==> src/rtl/clk_div_pkg.sv <==
// clk_div_pkg: shared limits and types for the multi-channel clock divider.
// Optional feature macro: CLK_DIV_DUTY50_EN (50% duty for odd divisors).
package clk_div_pkg;

  // Legal parameter ranges for clk_div_multi.
  localparam int CH_MIN   = 1;
  localparam int CH_MAX   = 16;
  localparam int WIDE_MIN = 2;
  localparam int WIDE_MAX = 32;

  // Smallest divisor that starts a channel; zero means "stop".
  localparam int DIV_MIN  = 1;

  // What a channel does on the coming rising edge.
  typedef enum logic [1:0] {
    ACT_HOLD  = 2'd0,  // idle and not starting
    ACT_COUNT = 2'd1,  // running, mid-period
    ACT_LOAD  = 2'd2,  // adopt i_Div, restart at Cnt=0, pulse o_Load
    ACT_STOP  = 2'd3   // clear run, hold output low
  } ch_action_e;

endpackage

==> src/rtl/clk_div_ch.sv <==
// clk_div_ch: one divider channel. Counts 0..D-1, base output high for the
// first floor(D/2) counts, tick while Cnt==0, and o_Load pulses on every
// load point (start, reload at wrap, sync restart). D=1 bypasses to clk.
// Macro CLK_DIV_DUTY50_EN adds a falling-edge flop that stretches the high
// phase of odd divisors (D>=3) by half an input period.
module clk_div_ch
  import clk_div_pkg::*;
#(
  parameter int WIDE = 16
) (
  input  logic            clk,
  input  logic            rst_n,
  input  logic            en,
  input  logic [WIDE-1:0] div,
  input  logic            sync,
  output logic            clk_out,
  output logic            tick,
  output logic            load
);

  localparam logic [WIDE-1:0] ONE  = WIDE'(1);
  localparam logic [WIDE-1:0] DMIN = WIDE'(DIV_MIN);

  logic [WIDE-1:0] cnt_q, cnt_d;
  logic [WIDE-1:0] act_div_q, act_div_d;
  logic            run_q, run_d;
  logic            base_q, base_d;
  logic            tick_q, tick_d;
  logic            load_q, load_d;
  logic            bypass_q, bypass_d;

  logic            div_ok;
  logic            at_wrap;
  ch_action_e      action;

  assign div_ok  = (div >= DMIN);
  assign at_wrap = (cnt_q == act_div_q - ONE);

  // Decide the channel action; sync beats wrap and blocks an idle start.
  // NOTE: every variable assigned in always_comb gets a default first, so no latch is inferred.
  always_comb begin
    action = ACT_HOLD;
    if (run_q) begin
      if (sync) begin
        action = div_ok ? ACT_LOAD : ACT_STOP;
      end else if (at_wrap) begin
        action = (en && div_ok) ? ACT_LOAD : ACT_STOP;
      end else begin
        action = ACT_COUNT;
      end
    end else if (!sync && en && div_ok) begin
      action = ACT_LOAD;
    end
  end

  // Next-state values and the registered-output decodes of that next state.
  always_comb begin
    cnt_d     = cnt_q;
    act_div_d = act_div_q;
    run_d     = run_q;
    load_d    = 1'b0;
    case (action)
      ACT_COUNT: cnt_d = cnt_q + ONE;
      ACT_LOAD: begin
        cnt_d     = '0;
        act_div_d = div;
        run_d     = 1'b1;
        load_d    = 1'b1;
      end
      ACT_STOP: begin
        cnt_d     = '0;
        act_div_d = '0;
        run_d     = 1'b0;
      end
      default: ;
    endcase
    tick_d   = run_d && (cnt_d == '0);
    base_d   = run_d && (cnt_d < (act_div_d >> 1));
    bypass_d = run_d && (act_div_d == ONE);
  end

  // Rising-edge state: counter, divisor, run flag and registered outputs.
  // NOTE: sequential state uses non-blocking assignments so all flops update together.
  always_ff @(posedge clk or negedge rst_n) begin
    if (!rst_n) begin
      cnt_q     <= '0;
      act_div_q <= '0;
      run_q     <= 1'b0;
      base_q    <= 1'b0;
      tick_q    <= 1'b0;
      load_q    <= 1'b0;
      bypass_q  <= 1'b0;
    end else begin
      cnt_q     <= cnt_d;
      act_div_q <= act_div_d;
      run_q     <= run_d;
      base_q    <= base_d;
      tick_q    <= tick_d;
      load_q    <= load_d;
      bypass_q  <= bypass_d;
    end
  end

  assign tick = tick_q;
  assign load = load_q;

`ifdef CLK_DIV_DUTY50_EN
  logic odd_q, odd_d;
  logic neg_q, neg_d;

  // Odd-divisor select (D>=3) and the half-cycle delayed copy of the base output.
  always_comb begin
    odd_d = run_d && act_div_d[0] && (act_div_d != ONE);
    neg_d = base_q;
  end

  // Odd-divisor select, changing only at load points like the bypass select.
  always_ff @(posedge clk or negedge rst_n) begin
    if (!rst_n) begin
      odd_q <= 1'b0;
    end else begin
      odd_q <= odd_d;
    end
  end

  // Falling-edge re-sample of the base output; extends the high phase by half a cycle.
  // NOTE: this flop also takes the async reset so o_Clk drops at once when reset asserts.
  always_ff @(negedge clk or negedge rst_n) begin
    if (!rst_n) begin
      neg_q <= 1'b0;
    end else begin
      neg_q <= neg_d;
    end
  end

  assign clk_out = base_q | (neg_q & odd_q) | (bypass_q & clk);
`else
  assign clk_out = base_q | (bypass_q & clk);
`endif

endmodule

==> src/rtl/clk_div_multi.sv <==
// clk_div_multi: CH independent clock dividers sharing one clock, reset and
// phase-restart strobe. Divisor of channel k is i_Div[k*WIDE +: WIDE].
// Optional feature macro: CLK_DIV_DUTY50_EN (50% duty for odd divisors).
// Legal ranges: CH in clk_div_pkg::CH_MIN..CH_MAX, WIDE in WIDE_MIN..WIDE_MAX.
module clk_div_multi
  import clk_div_pkg::*;
#(
  parameter int CH   = 4,
  parameter int WIDE = 16
) (
  input  logic                 i_Clk,
  input  logic                 i_Rst_n,
  input  logic [CH-1:0]        i_En,
  input  logic [CH*WIDE-1:0]   i_Div,
  input  logic                 i_Sync,
  output logic [CH-1:0]        o_Clk,
  output logic [CH-1:0]        o_Tick,
  output logic [CH-1:0]        o_Load
);

  for (genvar k = 0; k < CH; k++) begin : g_ch
    clk_div_ch #(
      .WIDE (WIDE)
    ) u_ch (
      .clk     (i_Clk),
      .rst_n   (i_Rst_n),
      .en      (i_En[k]),
      .div     (i_Div[k*WIDE +: WIDE]),
      .sync    (i_Sync),
      .clk_out (o_Clk[k]),
      .tick    (o_Tick[k]),
      .load    (o_Load[k])
    );
  end

endmodule

==> config.mk <==
export PLATFORM = sky130hd
export DESIGN_NAME = clk_div_multi
export DESIGN_NICKNAME = d
export VERILOG_FILES = /design/src/rtl/clk_div_pkg.sv /design/src/rtl/clk_div_ch.sv /design/src/rtl/clk_div_multi.sv
export SDC_FILE = /design/constraint.sdc
export NUM_CORES = 1
export LEC_CHECK = 0
export CORE_ASPECT_RATIO = 0.5
export CORE_MARGIN = 5
export CORE_UTILIZATION = 54
export DETAILED_ROUTE_END_ITERATION = 6
export GPL_TIMING_DRIVEN = 0
export PLACE_DENSITY = 0.77
export SYNTH_ARGS = -nofsm -noshare
export SYNTH_HDL_FRONTEND = slang
export SYNTH_SLANG_ARGS = --single-unit
==> constraint.sdc <==
create_clock -name i_Clk -period 5.05 [get_ports i_Clk]
set_input_delay 1.2625 -clock i_Clk [delete_from_list [all_inputs] [get_ports i_Clk]]
set_output_delay 1.2625 -clock i_Clk [all_outputs]
set_load 0.03 [all_outputs]
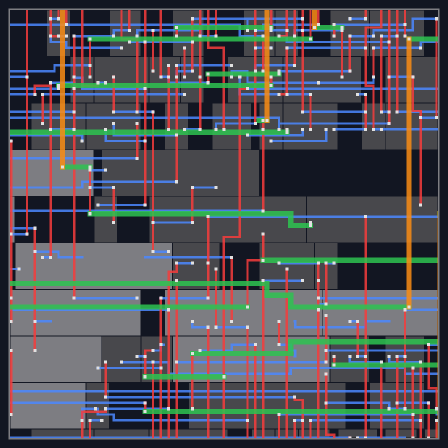
detail.png
Region (94, 43) to (119, 68) microns. Cells in grey, sequential cells in the stronger grey; small squares are vias.
legend:
  metal 3:
    colour: green
  metal 2:
    colour: red
  metal 1:
    colour: blue
  metal 4:
    colour: orange
cells with their middle in the window: 42
most frequent: dfrtp_1 (7), nor2_1 (5), clkbuf_16 (4)
sequential cells in the window: 7
netlist names of flops here include: `g_ch.u_ch.cnt_q` (6), `g_ch.u_ch.run_q` (1)

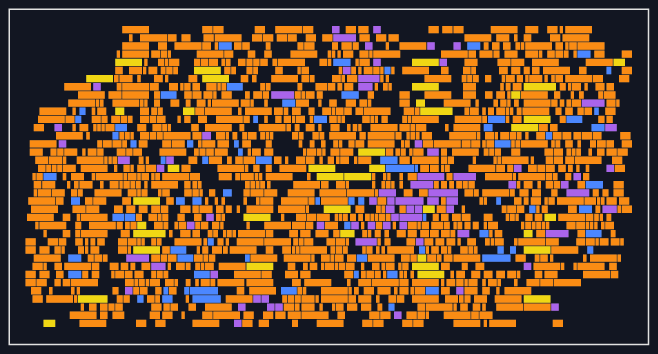
sizes.png
Drawn at 3 px/micron.
legend:
  _0 and _1 cells:
    colour: orange
    cells: 1215
    share: 87%
  _2 cells:
    colour: blue
    cells: 75
    share: 5.4%
  _3 and _4 cells:
    colour: purple
    cells: 71
    share: 5.1%
  _6 and larger:
    colour: yellow
    cells: 39
    share: 2.8%
Syn-to-layout area delta: 22.19%
Final Instance Area: 13540 sq um
Plain + repair buffers: 166

==> results.py <==
# Flow results
metrics = {
    "status": {
        "run_status": "finished, final reports clean",
    },
    "final_timing": {
        "final_max_slew_viol_count": 0,
        "rsz0062_at_grt": "yes",
        "hold_violations": 0,
        "slew-limit-headroom_pct": 51.65,
        "final-setup-viol-count": 0,
        "final.setup_skew_ns": 0.01020,
        "max_freq_mhz": 202.7,
        "fin_crit_ns": 4.934,
    },
    "die": {
        "die_area_sq_um": 23650,
        "core_region_area_sq_um": 20370,
        "std_cell_rows": 37,
        "die.size.x_microns": 212.6,
        "io_pins": 83,
        "floorplan.tapcells": 273,
        "fp_util_pct": 54.39,
    },
    "synth": {
        "synth.top_cells.by_area": "dfrtp_1 33%, ha_1 7.0%, xnor2_1 6.3%, nor2_1 3.7%, xor2_1 3.5%",
        "post_synth.cell_area_avg_sq_um": 8.778,
        "yosysChipArea_sq_um": 11080,
        "enable_flop_cells": 0,
        "ys_sh_mux_pct": 1.005,
        "synth_stat.cells": 1262,
        "most_common_cell": "dfrtp_1",
        "synth.yosys.seq_area_share_pct": 33.43,
        "synth.top_cells.by_count": "148 x dfrtp_1, 109 x nor2_1, 94 x inv_1",
        "synthArstFlopShare_pct": 100.0,
        "synth_warnings": 0,
        "yosysTopAreaCell": "dfrtp_1",
        "synth.cellmix.compoundShare_pct": 19.34,
        "synth_flops": 148,
        "synth.comb.largest_family": "simple AND/OR/NAND/NOR gates",
        "ys_sh_adder_pct": 7.002,
    },
    "worst_setup_path": {
        "cp.arrival_ns": 5.32,
        "timing.critical_path.max_delay_family": "simple AND/OR/NAND/NOR gates",
        "criticalPathCategory": "primary input to flop",
        "critical_path.endpoint": "g_ch[1].u_ch.base_q$_DFF_PN0_",
        "critPathMaxStageDelay_ns": 0.65,
        "worst-path-stages": 13,
        "setup.worst_path.start_class": "primary input",
        "worstPathRequired_ns": 5.44,
        "timing.critical_path.cells": "clkdlybuf4s50_1, nor4_1, nand3_1, a31oi_1, o21a_1, o21a_1, buf_2, a22oi_1, ha_1, nand4_1, nor4_1, a311o_1, a21oi_1",
        "cp.buffers_inverters": 2,
        "regToRegSetupSlack_ns": 0.12,
    },
    "detailed_routing": {
        "first_pass_iters": 6,
        "post_drt_via_cell_ratio": 6.334,
        "route.detailed.drc": 0,
        "top_layer": "met4",
        "wl_met3_microns": 2956,
        "first_iter_violations": 1104,
        "wl_per_cell_microns": 20.67,
    },
    "global_routing": {
        "grt.total_usage_pct": 29.20,
        "global_route_wire_length_before_repair_microns": 55380,
        "globalRoute.totalOverflow": 0,
        "first_global_vias": 10462,
        "grt.met3_usage_pct": 7.747,
        "grt_start_max_net_pins": 100,
        "grt_use_met1_pct": 39.68,
        "antenna_found_initial": 0,
    },
    "power_and_ir_drop": {
        "seq_power_share_pct": 30.0,
        "power.static_leakage_nw": 6.002,
        "seq-power_mw": 1.70,
        "combinational_share_of_power_pct": 41.6,
        "power_share_of_the_clock_group_pct": 28.4,
    },
    "cells_and_area": {
        "area.combinational_sq_um": 7025,
        "comb_share_pct": 51.90,
        "num-fill-cells": 1678,
        "fraction_of_final_layout_cells_with_drive_strength_greater_than_1_pct": 13.21,
        "layout.cells.most_common_list": "144 x dfrtp_1, 102 x nor2_1, 92 x inv_1",
        "clock_tree_cell_share_of_total_cell_area_pct": 5.611,
        "instances_no_fill": 1673,
        "layout.nonclk_buf_share_pct": 9.964,
        "final_util_pct": 66.46,
        "lay_top_count": "dfrtp_1",
    },
    "cts": {
        "clkSlewWorstSetupHoldPaths_ns": 0.07,
        "tritoncts_clock_tree": "yes",
        "worst_skew_pair.late_latency_ns": 0.55,
        "post_cts.resized_instances": 41,
    },
    "worst_hold_path": {
        "min-delay-start": "g_ch[2].u_ch.act_div_q[15]$_DFF_PN0_",
        "min-delay-path-class": "flop to flop",
        "worstHoldEndpoint": "g_ch[2].u_ch.act_div_q[15]$_DFF_PN0_",
    },
    "placed_design": {
        "post-dp-hpwl_microns": 26020,
    },
    "job": {
        "drv_cap": 0,
    },
}
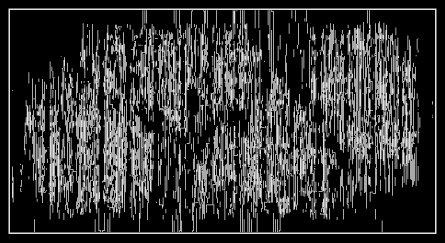
layer_met2.png
Drawn at 2 px/micron.
nets with wire on the layer: 1331
wire length on this layer: 15600 microns
main direction: vertical
Total Wirelength: 34580 microns
routed vias: 10596
met2 usage in global routing: 45.16%

[sequential cells by signal, summed over array words and instances (netlist names)]
| name | count |
|---|---|
| g_ch.u_ch.act_div_q | 64 |
| g_ch.u_ch.run_q | 4 |
| g_ch.u_ch.tick | 4 |
| g_ch.u_ch.load | 4 |
| g_ch.u_ch.bypass_q | 4 |
| g_ch.u_ch.cnt_q | 64 |
| g_ch.u_ch.base_q | 4 |
[stage by stage]
stage | setup TNS (ns) | total power, mW | area (sq um)
final | 0 | 5.659 | 13540
after floorplan | 0 | 3.145 | 11080
after global placement | -496.54 | 3.744 | 12230
after detailed placement | -3.526 | 3.819 | 12260
after global routing | -0.1111 | 5.992 | 13540
after CTS | 0 | 5.484 | 13190
Power and IR drop assume default switching activity.
